==> run_1/met1.png <==
Bar = 20 um. Supply wires on this layer in gray.
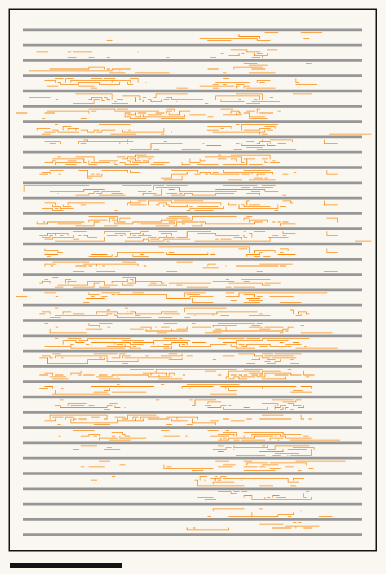
==> run_1/met2.png <==
Bar = 20 um.
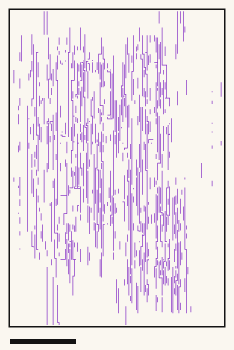
==> run_1/met3.png <==
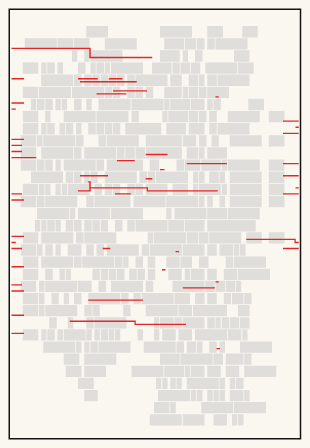
==> run_1/clock_map.png <==
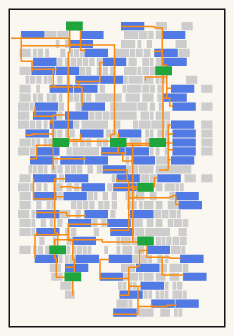
**src/rtl/seg7_pkg.sv**
```systemverilog
// Shared constants and BCD segment map for the 4-digit scan controller.
// Segment patterns are {a,b,c,d,e,f,g}, active-low.
package seg7_pkg;

    localparam int         NUM_DIGITS = 4;
    localparam logic [6:0] SEG_BLANK  = 7'h7F;

    typedef enum logic {
        PH_BLANK,
        PH_ON
    } phase_e;

    // Non-decimal codes map to a dark digit.
    function automatic logic [6:0] bcd_to_seg(input logic [3:0] bcd);
        logic [6:0] s;
        s = SEG_BLANK;
        case (bcd)
            4'd0:    s = 7'b0000001;
            4'd1:    s = 7'b1001111;
            4'd2:    s = 7'b0010010;
            4'd3:    s = 7'b0000110;
            4'd4:    s = 7'b1001100;
            4'd5:    s = 7'b0100100;
            4'd6:    s = 7'b0100000;
            4'd7:    s = 7'b0001111;
            4'd8:    s = 7'b0000000;
            4'd9:    s = 7'b0000100;
            default: s = SEG_BLANK;
        endcase
        return s;
    endfunction

endpackage

```
**src/rtl/seg7_decode.sv**
```systemverilog
// Combinational digit decoder: nibble -> active-low segments and dp.
// Ports: nibble_i, lz_blank_i (force dark), dp_i (1 = lit) -> seg_o, dp_o.
module seg7_decode
    import seg7_pkg::*;
(
    input  logic [3:0] nibble_i,
    input  logic       lz_blank_i,
    input  logic       dp_i,
    output logic [6:0] seg_o,
    output logic       dp_o
);

    // A leading-zero blanked digit keeps its decimal point.
    assign seg_o = lz_blank_i ? SEG_BLANK : bcd_to_seg(nibble_i);
    assign dp_o  = ~dp_i;

endmodule

```
**src/rtl/seg7_scan_ctrl.sv**
```systemverilog
// 4-digit common-anode scan controller with dead time and frame-aligned
// loads. Ports: load_valid/load_ready/load_data/load_dp in, seg/dp/dig_en_n/frame_start out.
module seg7_scan_ctrl
    import seg7_pkg::*;
#(
    parameter int SCAN_DIV     = 20000,
    parameter int BLANK_CYCLES = 1000,
    parameter int LZ_BLANK     = 1
) (
    input  logic        clk,
    input  logic        rst_n,
    input  logic        load_valid,
    output logic        load_ready,
    input  logic [15:0] load_data,
    input  logic [3:0]  load_dp,
    output logic [6:0]  seg,
    output logic        dp,
    output logic [3:0]  dig_en_n,
    output logic        frame_start
);

    localparam int           SW         = $clog2(SCAN_DIV);
    localparam logic [SW-1:0] SLOT_LAST  = SW'(SCAN_DIV - 1);
    localparam logic [SW-1:0] BLANK_LAST = SW'(BLANK_CYCLES - 1);

    logic [SW-1:0] slot_q, slot_d;
    logic [1:0]    dig_q, dig_d;
    phase_e        phase_q, phase_d;

    logic [15:0]   disp_data_q, disp_data_d;
    logic [3:0]    disp_dp_q, disp_dp_d;
    logic [15:0]   pend_data_q, pend_data_d;
    logic [3:0]    pend_dp_q, pend_dp_d;
    logic          pend_valid_q, pend_valid_d;

    logic [6:0]    seg_q, seg_d;
    logic          dp_q, dp_d;
    logic [3:0]    en_q, en_d;
    logic          fs_q, fs_d;

    logic          xfer;
    logic          boundary;
    logic [3:0]    nib;
    logic          lz;
    logic [6:0]    dec_seg;
    logic          dec_dp;

    assign xfer     = load_valid && !pend_valid_q;
    assign boundary = (slot_q == '0) && (dig_q == 2'd0);

    // Digit i is dark when it and every higher nibble are zero.
    always_comb begin
        nib = disp_data_q[{dig_q, 2'b00} +: 4];
        lz  = 1'b0;
        if (LZ_BLANK != 0 && dig_q != 2'd0) begin
            lz = (disp_data_q >> {dig_q, 2'b00}) == 16'h0;
        end
    end

    seg7_decode u_dec (
        .nibble_i   (nib),
        .lz_blank_i (lz),
        .dp_i       (disp_dp_q[dig_q]),
        .seg_o      (dec_seg),
        .dp_o       (dec_dp)
    );

    always_comb begin
        slot_d = slot_q + 1'b1;
        dig_d  = dig_q;
        if (slot_q == SLOT_LAST) begin
            slot_d = '0;
            dig_d  = dig_q + 2'd1;
        end
    end

    // Phase tracks the slot counter: BLANK for the first BLANK_CYCLES.
    always_comb begin
        phase_d = phase_q;
        unique case (phase_q)
            PH_BLANK: if (slot_q == BLANK_LAST) phase_d = PH_ON;
            PH_ON:    if (slot_q == SLOT_LAST)  phase_d = PH_BLANK;
        endcase
    end

    always_comb begin
        seg_d = SEG_BLANK;
        dp_d  = 1'b1;
        en_d  = 4'hF;
        fs_d  = boundary;
        if (phase_q == PH_ON) begin
            seg_d = dec_seg;
            dp_d  = dec_dp;
            en_d  = ~(4'b0001 << dig_q);
        end
    end

    // Commit needs pend_valid, transfer needs !pend_valid: never both.
    always_comb begin
        disp_data_d  = disp_data_q;
        disp_dp_d    = disp_dp_q;
        pend_data_d  = pend_data_q;
        pend_dp_d    = pend_dp_q;
        pend_valid_d = pend_valid_q;
        if (boundary && pend_valid_q) begin
            disp_data_d  = pend_data_q;
            disp_dp_d    = pend_dp_q;
            pend_valid_d = 1'b0;
        end
        if (xfer) begin
            pend_data_d  = load_data;
            pend_dp_d    = load_dp;
            pend_valid_d = 1'b1;
        end
    end

    always_ff @(posedge clk) begin
        if (!rst_n) begin
            slot_q       <= '0;
            dig_q        <= 2'd0;
            phase_q      <= PH_BLANK;
            disp_data_q  <= 16'hFFFF;
            disp_dp_q    <= 4'h0;
            pend_data_q  <= 16'h0;
            pend_dp_q    <= 4'h0;
            pend_valid_q <= 1'b0;
            seg_q        <= SEG_BLANK;
            dp_q         <= 1'b1;
            en_q         <= 4'hF;
            fs_q         <= 1'b0;
        end else begin
            slot_q       <= slot_d;
            dig_q        <= dig_d;
            phase_q      <= phase_d;
            disp_data_q  <= disp_data_d;
            disp_dp_q    <= disp_dp_d;
            pend_data_q  <= pend_data_d;
            pend_dp_q    <= pend_dp_d;
            pend_valid_q <= pend_valid_d;
            seg_q        <= seg_d;
            dp_q         <= dp_d;
            en_q         <= en_d;
            fs_q         <= fs_d;
        end
    end

    assign load_ready  = ~pend_valid_q;
    assign seg         = seg_q;
    assign dp          = dp_q;
    assign dig_en_n    = en_q;
    assign frame_start = fs_q;

endmodule
```
**config.mk**
```make
export PLATFORM = sky130hd
export DESIGN_NAME = seg7_scan_ctrl
export DESIGN_NICKNAME = d
export VERILOG_FILES = /design/src/rtl/seg7_pkg.sv /design/src/rtl/seg7_decode.sv /design/src/rtl/seg7_scan_ctrl.sv
export SDC_FILE = /design/constraint.sdc
export NUM_CORES = 1
export LEC_CHECK = 0
export CORE_AREA = 2 2 63 94
export DETAILED_ROUTE_END_ITERATION = 8
export DIE_AREA = 0 0 65 96
export PLACE_DENSITY = 0.88
export SLEW_MARGIN = 15
export SYNTH_ARGS = -nofsm -noshare
export SYNTH_HDL_FRONTEND = slang
export SYNTH_SLANG_ARGS = --single-unit
```
**constraint.sdc**
```tcl
create_clock -name clk -period 4 [get_ports clk]
set_input_delay 0.6 -clock clk [delete_from_list [all_inputs] [get_ports clk]]
set_output_delay 0.6 -clock clk [all_outputs]
set_load 0.005 [all_outputs]
```
==> writeup.txt, run 1 <==
The tools report the cell count in the Yosys report as 359. Per the gpl log, the routability congestion estimate is 0.879. The final HPWL from detailed placement came out at 3950 um. The final sum of negative setup slack came out at 0 ns.

The origin of the worst min-delay path is pend_dp_q[3]. According to the floorplan report, the die height is 96 um. The detailed router placed 2,504 vias in this run. The maximum clock path buffer count was 2. The cell with the largest stage delay on the worst path is dfxtp_1. The run gives 0 for the global-route congestion overflow total. At the pin with the least slew margin, the transition time is 0.825 ns. Chip area line of the yosys report: 3090 um^2. After synthesis, the mean cell area works out to 8.61 um^2. Counting the warning lines in the Yosys log gives 0.

STA reports the tightest min-delay check as being of type reg2reg. CTS added clock buffers totalling 9. The worst register-to-register path depth is 6. After detailed routing, the average wire length per cell comes to 12.4 um. The final timing report lists a hold violation count of 0. Setup repair after global routing left no endpoint under its margin.

Per the detail_route report, vias per standard cell equal 5.48. In the final design database the tool counted 417 nets. The run gives 0 for the number of post-CTS setup repair buffers. Of the total power, the share spent switching nets is 25.7%. The critical path contains buffers and inverters numbering 2 combined. In this run the biggest area consumer among cell types represents 46.7% of the synthesized area. For the switching power total, the log shows 388 uW. The script extracted a total leakage power of 1.28 nW. The tools report the cell area after layout as 3640 um^2.

Of the cells placed in the final design, the portion with a size suffix greater than 1 is 7.24%. The critical path starts at pend_valid_q. Counting flops with an async set or reset pin after synthesis yields a share of 0%. With the distinct cell type count of the synthesized netlist at 40, the number of clock sinks is 72.

After technology mapping, the gate count stands at 359. The upper clock frequency limit was 354 MHz; the utilization after layout was 67.3%. The type of origin of the critical path was a flop. The critical path in this run is classified as reg2out.

According to the timing report, the data required time at the worst endpoint equals 3.40 ns. The run gives 46.7% as the share of synthesized area occupied by flip-flops and latches. The report lists the number of cells resized after CTS as 0. The first global-routing pass estimated 9820 um of wire.

After detailed placement, the total cell area comes to 3430 um^2. For this run, design rule violations remaining after detail routing come to 0. Compared with the post-synthesis result, the final layout area differs by 17.9%. After layout, the worst path uses 70.7% of the clock period. In this run the standard cell core region covers 5410 um^2. Across the VDD grid, the largest voltage drop is 0.300 mV.

In the power breakdown, the internal column shows 1.12 mW. The setup check on the worst reg-to-reg path leaves a slack of 1.36 ns. The normalized max-slew margin is 44.9%. Entering global routing, the biggest net connects 30 pins.

According to the floorplan report, the die width is 65 um. The tree is rooted in a clkbuf_8. Summed over all layers, the routed wires come to 5670 um.

The number of antenna diodes was 0. The worst hold path terminates at pend_dp_q[3]. For the final database, setup skew stands at 0.00968 ns.

The total die area was 6240 um^2; the combinational share of power was 9.8%. The number of input and output port buffers inserted was 36; the filler cell count was 420. According to the report, the first pass of detailed routing completed in 4 iterations. Subtracting the final worst setup slack from the clock period gives 2.83 ns. The reg-to-reg critical path startpoint is dig_q[0]. The count of routing violations after the opening detailed-route iteration is 129, and the data arrival time at the worst-slack endpoint is 2.23 ns.

The capture point of the worst register-to-register path is recorded as disp_data_q[8]. The count of library flops with an enable pin was 0; the synthesized cell area was 3090 um^2. Across all stage logs, warnings added up to 35. Yosys attributes the largest share of cell area to dfxtp_1 47%, nand3_1 7.1%, nand2_1 6.4%. The primary flip-flop cell chosen by synthesis mapping is dfxtp_1.

In this run the critical path is formed by inv_1 > clkdlybuf4s50_1. Max-slew check failures listed in the final report amount to 0. The flow ran to the end, and the final reports show no timing, DRC or antenna violations. The floorplan step records an initial core utilization of 57.1%. TritonCTS built the clock tree. The last timing report of the flow puts the setup violation total at 0.

The logs give 33 for the cell row count and 0 for the initial antenna violation count. The critical-path maximum fanout was 24; the total power draw was 1.51 mW. Nets still carrying antenna violations after routing amount to 0. Share of power burned in registers: 51.6%.

The endpoint kind of the worst setup timing path was a primary output. The clock group share of total power is 38.6%. Category of cells accounting for the largest share of critical-path delay: buffers and inverters.

The number of hold buffers added after CTS was 0. The top cell type in the final layout, fill and taps aside, is dfxtp_1. Summed over all instances, the cell type with the most area after synthesis is dfxtp_1. On the worst path, the slowest cell contributes a delay of 0.81 ns. The tools report the number of nets in the synthesized netlist as 394. In this run the number of H-tree levels came out at 3. With the max-capacitance violation count at 0, the global-route usage over all layers is 20.3%. The run gives 37 for the number of primary I/O pins. The most common logic cells in the final layout are 72 x dfxtp_1, 53 x nand2_1, 44 x nand3_1. In this run, synthesis produced a sequential element count of 72.
Back to the opening pictures, met1.png:
share of all routed wire	44%
nets with wire on the layer	369
main direction	horizontal

Back to the opening pictures, met2.png:
nets with wire on the layer	317
share of all routed wire	50%
main direction	vertical

Back to the opening pictures, met3.png:
nets with wire on the layer	42
longest straight run	17.5 um
main direction	horizontal
share of all routed wire	4.4%
wire length on this layer	248 um

Back to the opening pictures, clock_map.png:
[orange] clock wires | length: 804 um
[blue] flip-flops | count: 72
[green] cells driving clock nets | count: 9
flops lie	all over the die
routed clock nets	10

run 1: cells by family (layout without fill, tap and decap cells):
kind of cell / after synthesis / in the layout / share of synthesized area, %
and+or+nand+nor: 155 / 155 / 24.7
buffers and inverters: 37 / 65 / 4.98
DFF: 72 / 72 / 46.7
xor gates and xnor gates: 13 / 13 / 3.69
AOI/OAI and AO/OA: 62 / 62 / 10.5
muxes: 8 / 8 / 4.66
adders and majority gates: 12 / 12 / 4.86
run 1: final cells by class:
cell class	instances	area (um^2)	area share (%)
flip-flops and latches	72	1440	39.6
clock buffers	10	138	3.78
inverters	13	48.8	1.34
clock inverters	6	68.8	1.89
repair buffers	36	360	9.90
well taps	70	87.6	2.41
multi-input cells	250	1500	41.1
run 1: cell usage after synthesis, drive strengths merged (2+ instances only):
master / n
buf: 5
o21ai: 28
xor2: 2
or4: 2
dfxtp: 72
clkbuf: 19
nor3: 3
a21oi: 29
mux2i: 2
nand2b: 3
nand4: 4
nor2b: 3
or2: 2
nor4: 10
nand3: 44
nor2: 22
ha: 12
mux4: 5
xnor2: 11
nand2: 53
inv: 13
run 1: power groups by stage:
stage                     sequential [mW]  combinational (mW)  clock [mW]
after floorplan                     0.783               0.114           0
after global placement              0.793               0.142           0
after detailed placement            0.795               0.146           0
after CTS                           0.778               0.148       0.590
after global routing                0.783               0.168       0.626
final                               0.779               0.148       0.582
run 1: stage by stage:
step,std cells,hold WS (ns)
floorplan,359,0.437
global placement,441,0.443
detailed placement,441,0.447
CTS,457,0.459
global route,457,0.479
finish,457,0.458
run 1: layer usage:
| metal | vias to the layer above | wire [um] | track usage (%) |
|---|---|---|---|
| li1 | 1283 | - | - |
| met1 | 1143 | 2490 | 22.4 |
| met2 | 67 | 2820 | 35.3 |
| met3 | 11 | 248 | 6.67 |
| met4 | 0 | 115 | 8.69 |
| met5 | - | 0 | 0 |
run 1: state kept, by name (all words and copies together) (netlist names):
register	flops
phase_q	1
frame_start	1
dig_en_n	4
dig_q	2
pend_dp_q	4
dp	1
pend_data_q	16
pend_valid_q	1
disp_dp_q	4
disp_data_q	16
slot_q	15
seg	7
run 1: tightest hold or removal path: cells and delay by family, from the launching register on:
kind / cells / cell delay [ns]
flops: 1 / 0.31
simple gates: 1 / 0.05
compound gates: 1 / 0.05
run 1: how the worst max path moves through the flow:
stage                           endpoint  slack [ns]  depth (start not counted)
after floorplan                   seg[5]        1.80                          8
after detailed placement  disp_data_q[8]        1.42                          6
after global routing          load_ready        1.06                          2
final                         load_ready        1.17                          2
after global placement       frame_start        1.55                          3
after CTS                     load_ready        1.22                          2
==> run_1/final_congestion.png <==
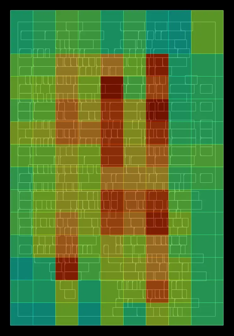

==> run 2: changes to the inputs <==
- CORE_AREA: 2 2 63 94 -> 2 2 65 97
- DIE_AREA: 0 0 65 96 -> 0 0 67 99
- PLACE_DENSITY: 0.88 -> 0.84
- clock period: 4 -> 2.75 ns (I/O delays scaled with it)
==> run_2/final_congestion.png <==
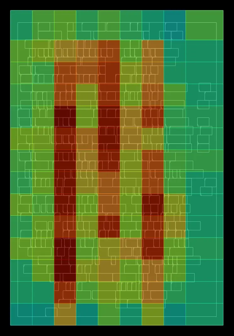
Layout Utilization: 63.4%
global-route track usage on met1: 23.3%
most heavily used metal layer in global routing: met2
met2 Track Usage GR: 38.2%

==> run 2 against run 1 <==
Net effect: sequential power grew 45%; cell area grew 0.76%; sequential share of layout area shrank 0.30 points; global-route usage grew 1.4 points; highest routed layer unchanged; first-iteration DRC count grew 12%; critical path depth grew 5.
==> writeup.txt, run 2 <==
The count of library flops with an enable pin came out at 0 (unchanged). The final sum of negative setup slack is 0 ns (unchanged). The global-route congestion overflow total was 0 (unchanged). Static timing analysis puts the maximum clock frequency at 437 MHz. For the total die area, the log shows 6630 um^2 (+6.3%).

The run gives 0 (unchanged) for the number of gates resized after CTS. Setup repair after global routing left no endpoint under its margin. The share of synthesized area occupied by flip-flops and latches was 46.7% (unchanged). The run gives 3 (unchanged) as the number of H-tree branching levels.

Number of cells on the critical path: 7 (+5). With the number of nets with antenna violations after routing at 0 (unchanged), the die width is 67 um (+3.1%). Class of the worst hold path: reg2reg. The tools report the endpoint kind of the worst setup timing path as a flop.

The final critical-path required period is 2.29 ns. The cell row count was 34 (+3.0%); the warning total across the stage logs was 35 (unchanged). For reference, the critical path cell chain is mux4_2 > inv_1 > ha_1 > nor4b_1 > nor2_1 > a311o_1 > o21ai_0. The tools report the vias after detailed routing as 2,561 (+2.3%).

Detailed-route DRC error count: 0 (unchanged). The per-cell via count in the routed design is 5.50 (+0.30%), and the area share of the leading cell type in the synthesized netlist is 46.7% (unchanged). In the finished design, the share of the clock period the worst path needs comes to 83.2%.

The logs give 1.30 nW (+1.9%) for the leakage power summed over all cells and 0.00767 ns (-0.00201 ns) for the largest clock skew in the final design. The number of cells on the worst reg-to-reg path was 7 (+1); the max-capacitance violation count was 0 (unchanged). The flow measured a signed area growth from synthesis to layout of 18.8%.

For the data arrival time at the worst-slack endpoint, the log shows 2.56 ns (+0.33 ns). Buffering stage count on the worst path with inverters included: 1 (-1). The mean instance size in the synthesized netlist is 8.61 um^2 (unchanged). With the largest incremental delay on the critical path at 0.58 ns (-0.23 ns), the die boundary height is 99 um (+3.1%). The run gives 3.02 ns (-0.38 ns) as the required time at the endpoint of the critical path. Largest area contributor in the netlist: dfxtp_1. The weighted congestion reported at the end of routability-driven placement is 0.968 (+10%). Cell with the largest stage delay on the worst path: dfxtp_1. The final tally of max-slew violations is 0 (unchanged). The largest registers in the layout are disp_data_q (16), pend_data_q (16), slot_q (15). The hold-fix buffer count after cts came out at 0 (unchanged). The global-route usage over all layers came out at 21.7% (+1.4 points). The final setup violation count is 0 (unchanged). The share of flip-flops with an asynchronous set or reset came out at 0% (unchanged).

The synthesis-stage register bit count works out to 72 (unchanged). dfxtp_1 is the most common cell in the netlist. The run gives 8.63% (+1.4 points) for the fraction of final layout cells sized beyond drive strength 1. The run gives 5.25% (-1.4 points) for the global-route met3 utilization. For the number of clock sinks, the log shows 72 (unchanged). The critical path is of the reg2reg type. For the number of post-CTS setup repair buffers, the log shows 0 (unchanged). For reference, the top cells by area after synthesis are dfxtp_1 47%, nand3_1 7.1%, nand2_1 6.4%.

The number of nets in the synthesized netlist was 394 (unchanged). The tools report the synthesized cell area as 3090 um^2 (unchanged). The measured slew at the worst slew-check pin works out to 0.602 ns (-0.224 ns). For the Yosys warning count, the log shows 0 (unchanged). The final number of hold-violating endpoints came out at 0 (unchanged). After synthesis, the most frequently instantiated cells are 72 x dfxtp_1, 53 x nand2_1, 44 x nand3_1.

The mean routed wirelength per cell came out at 13.6 um (+9.8%). By instance count after routing, the leading logic cell types are 72 x dfxtp_1, 53 x nand2_1, 44 x nand3_1. The initial antenna violation count was 0 (unchanged). The most frequently placed logic cell in the final layout is dfxtp_1.

The logs give 4 (unchanged) for the number of iterations in the first detailed-routing pass and 359 (unchanged) for the instance tally after logic synthesis. The area of the multi-input gates is 1490 um^2 (-0.17%), and the post-layout net count is 424 (+1.7%). The commonest register cell is dfxtp_1. The number of buffers created by CTS is 9 (unchanged), and the final HPWL from detailed placement is 4640 um (+17%).

STA classifies the critical path startpoint as a flop. The number of primary I/O pins came out at 37 (unchanged). The run gives 510 (+21%) for the filler cell count.

Critical-path maximum fanout: 11 (-54%). TritonCTS built the clock tree. The logs give 144 (+12%) for the count of routing violations after the opening detailed-route iteration and 59.8% (+15 points) for the normalized max-slew margin. The number of antenna diodes was 0 (unchanged). The largest net degree at the start of global routing was 24 (-20%); the total area of sequential cells was 1440 um^2 (unchanged). The maximum vdd ir drop was 0.423 mV (+41%).

The non-filler instance count after layout is 466 (+2.0%), and the chip area line of the yosys report is 3090 um^2 (unchanged). The tools report the initial core utilization as 53.4% (-3.7 points). Cell count in the Yosys report: 359 (unchanged). The flow ran to the end, and the final reports show no timing, DRC or antenna violations. For the maximum clock path buffer count, the log shows 2 (unchanged).
run 2: cell counts after synthesis:
No cell type changed its count.
run 2: cell families after synthesis:
kind of cell | count (synthesis) | share of synthesized area, %
flip-flops | 72 | 46.7
XOR/XNOR | 13 | 3.69
AND-OR/OR-AND | 62 | 10.5
AND/OR/NAND/NOR | 155 | 24.7
buffers and inverters | 37 | 4.98
multiplexers | 8 | 4.66
adder cells (fa/ha/maj) | 12 | 4.86
run 2: per-layer routing:
layer  wire [um]  share of wire [%]
met1        2510                 39
met2        3420                 54
met3         223                3.5
met4         192                3.0
met5           0                  0
run 2: area by class of cell:
class | count | area share (%)
inverters | 13 | 1.33
repair buffers | 43 | 11.3
clock buffers | 10 | 3.75
well taps | 72 | 2.46
flip-flops and latches | 72 | 39.3
clock inverters | 6 | 1.19
multi-input cells | 250 | 40.7
run 2: final timing paths:
kind | from | end | slack, ns
setup / recovery | dig_q[1] | seg[0] | 0.46
hold / removal | pend_data_q[11] | pend_data_q[11] | 0.46
setup reg to reg | dig_q[1] | seg[0] | 0.46
hold reg to reg | pend_data_q[11] | pend_data_q[11] | 0.46
run 2: power by group:
part           internal [mW]  total (mW)  switching [mW]
Combinational          0.103       0.238           0.135
Sequential              1.09        1.13          0.0363
Clock                  0.354       0.749           0.395
run 2: metrics by stage:
stage	total power, mW	instance area [um^2]	hold WS [ns]	setup WS (ns)
3_5_place_dp	1.39	3490	0.447	0.507
5_1_grt	2.22	3670	0.475	0.272
4_1_cts	2.13	3670	0.459	0.479
6_report	2.12	3670	0.459	0.462
2_1_floorplan	1.30	3090	0.437	0.551
3_3_place_gp	1.38	3490	0.445	0.625
run 2: worst reg2reg max path: cells and delay by family, from the launching register on:
kind / cells / cell delay, ns
flops: 1 / 0.58
compound gates: 2 / 0.53
mux: 1 / 0.46
simple gates: 2 / 0.34
buf+inv: 1 / 0.14
fa+ha+maj: 1 / 0.16
Power and IR drop assume default switching activity.
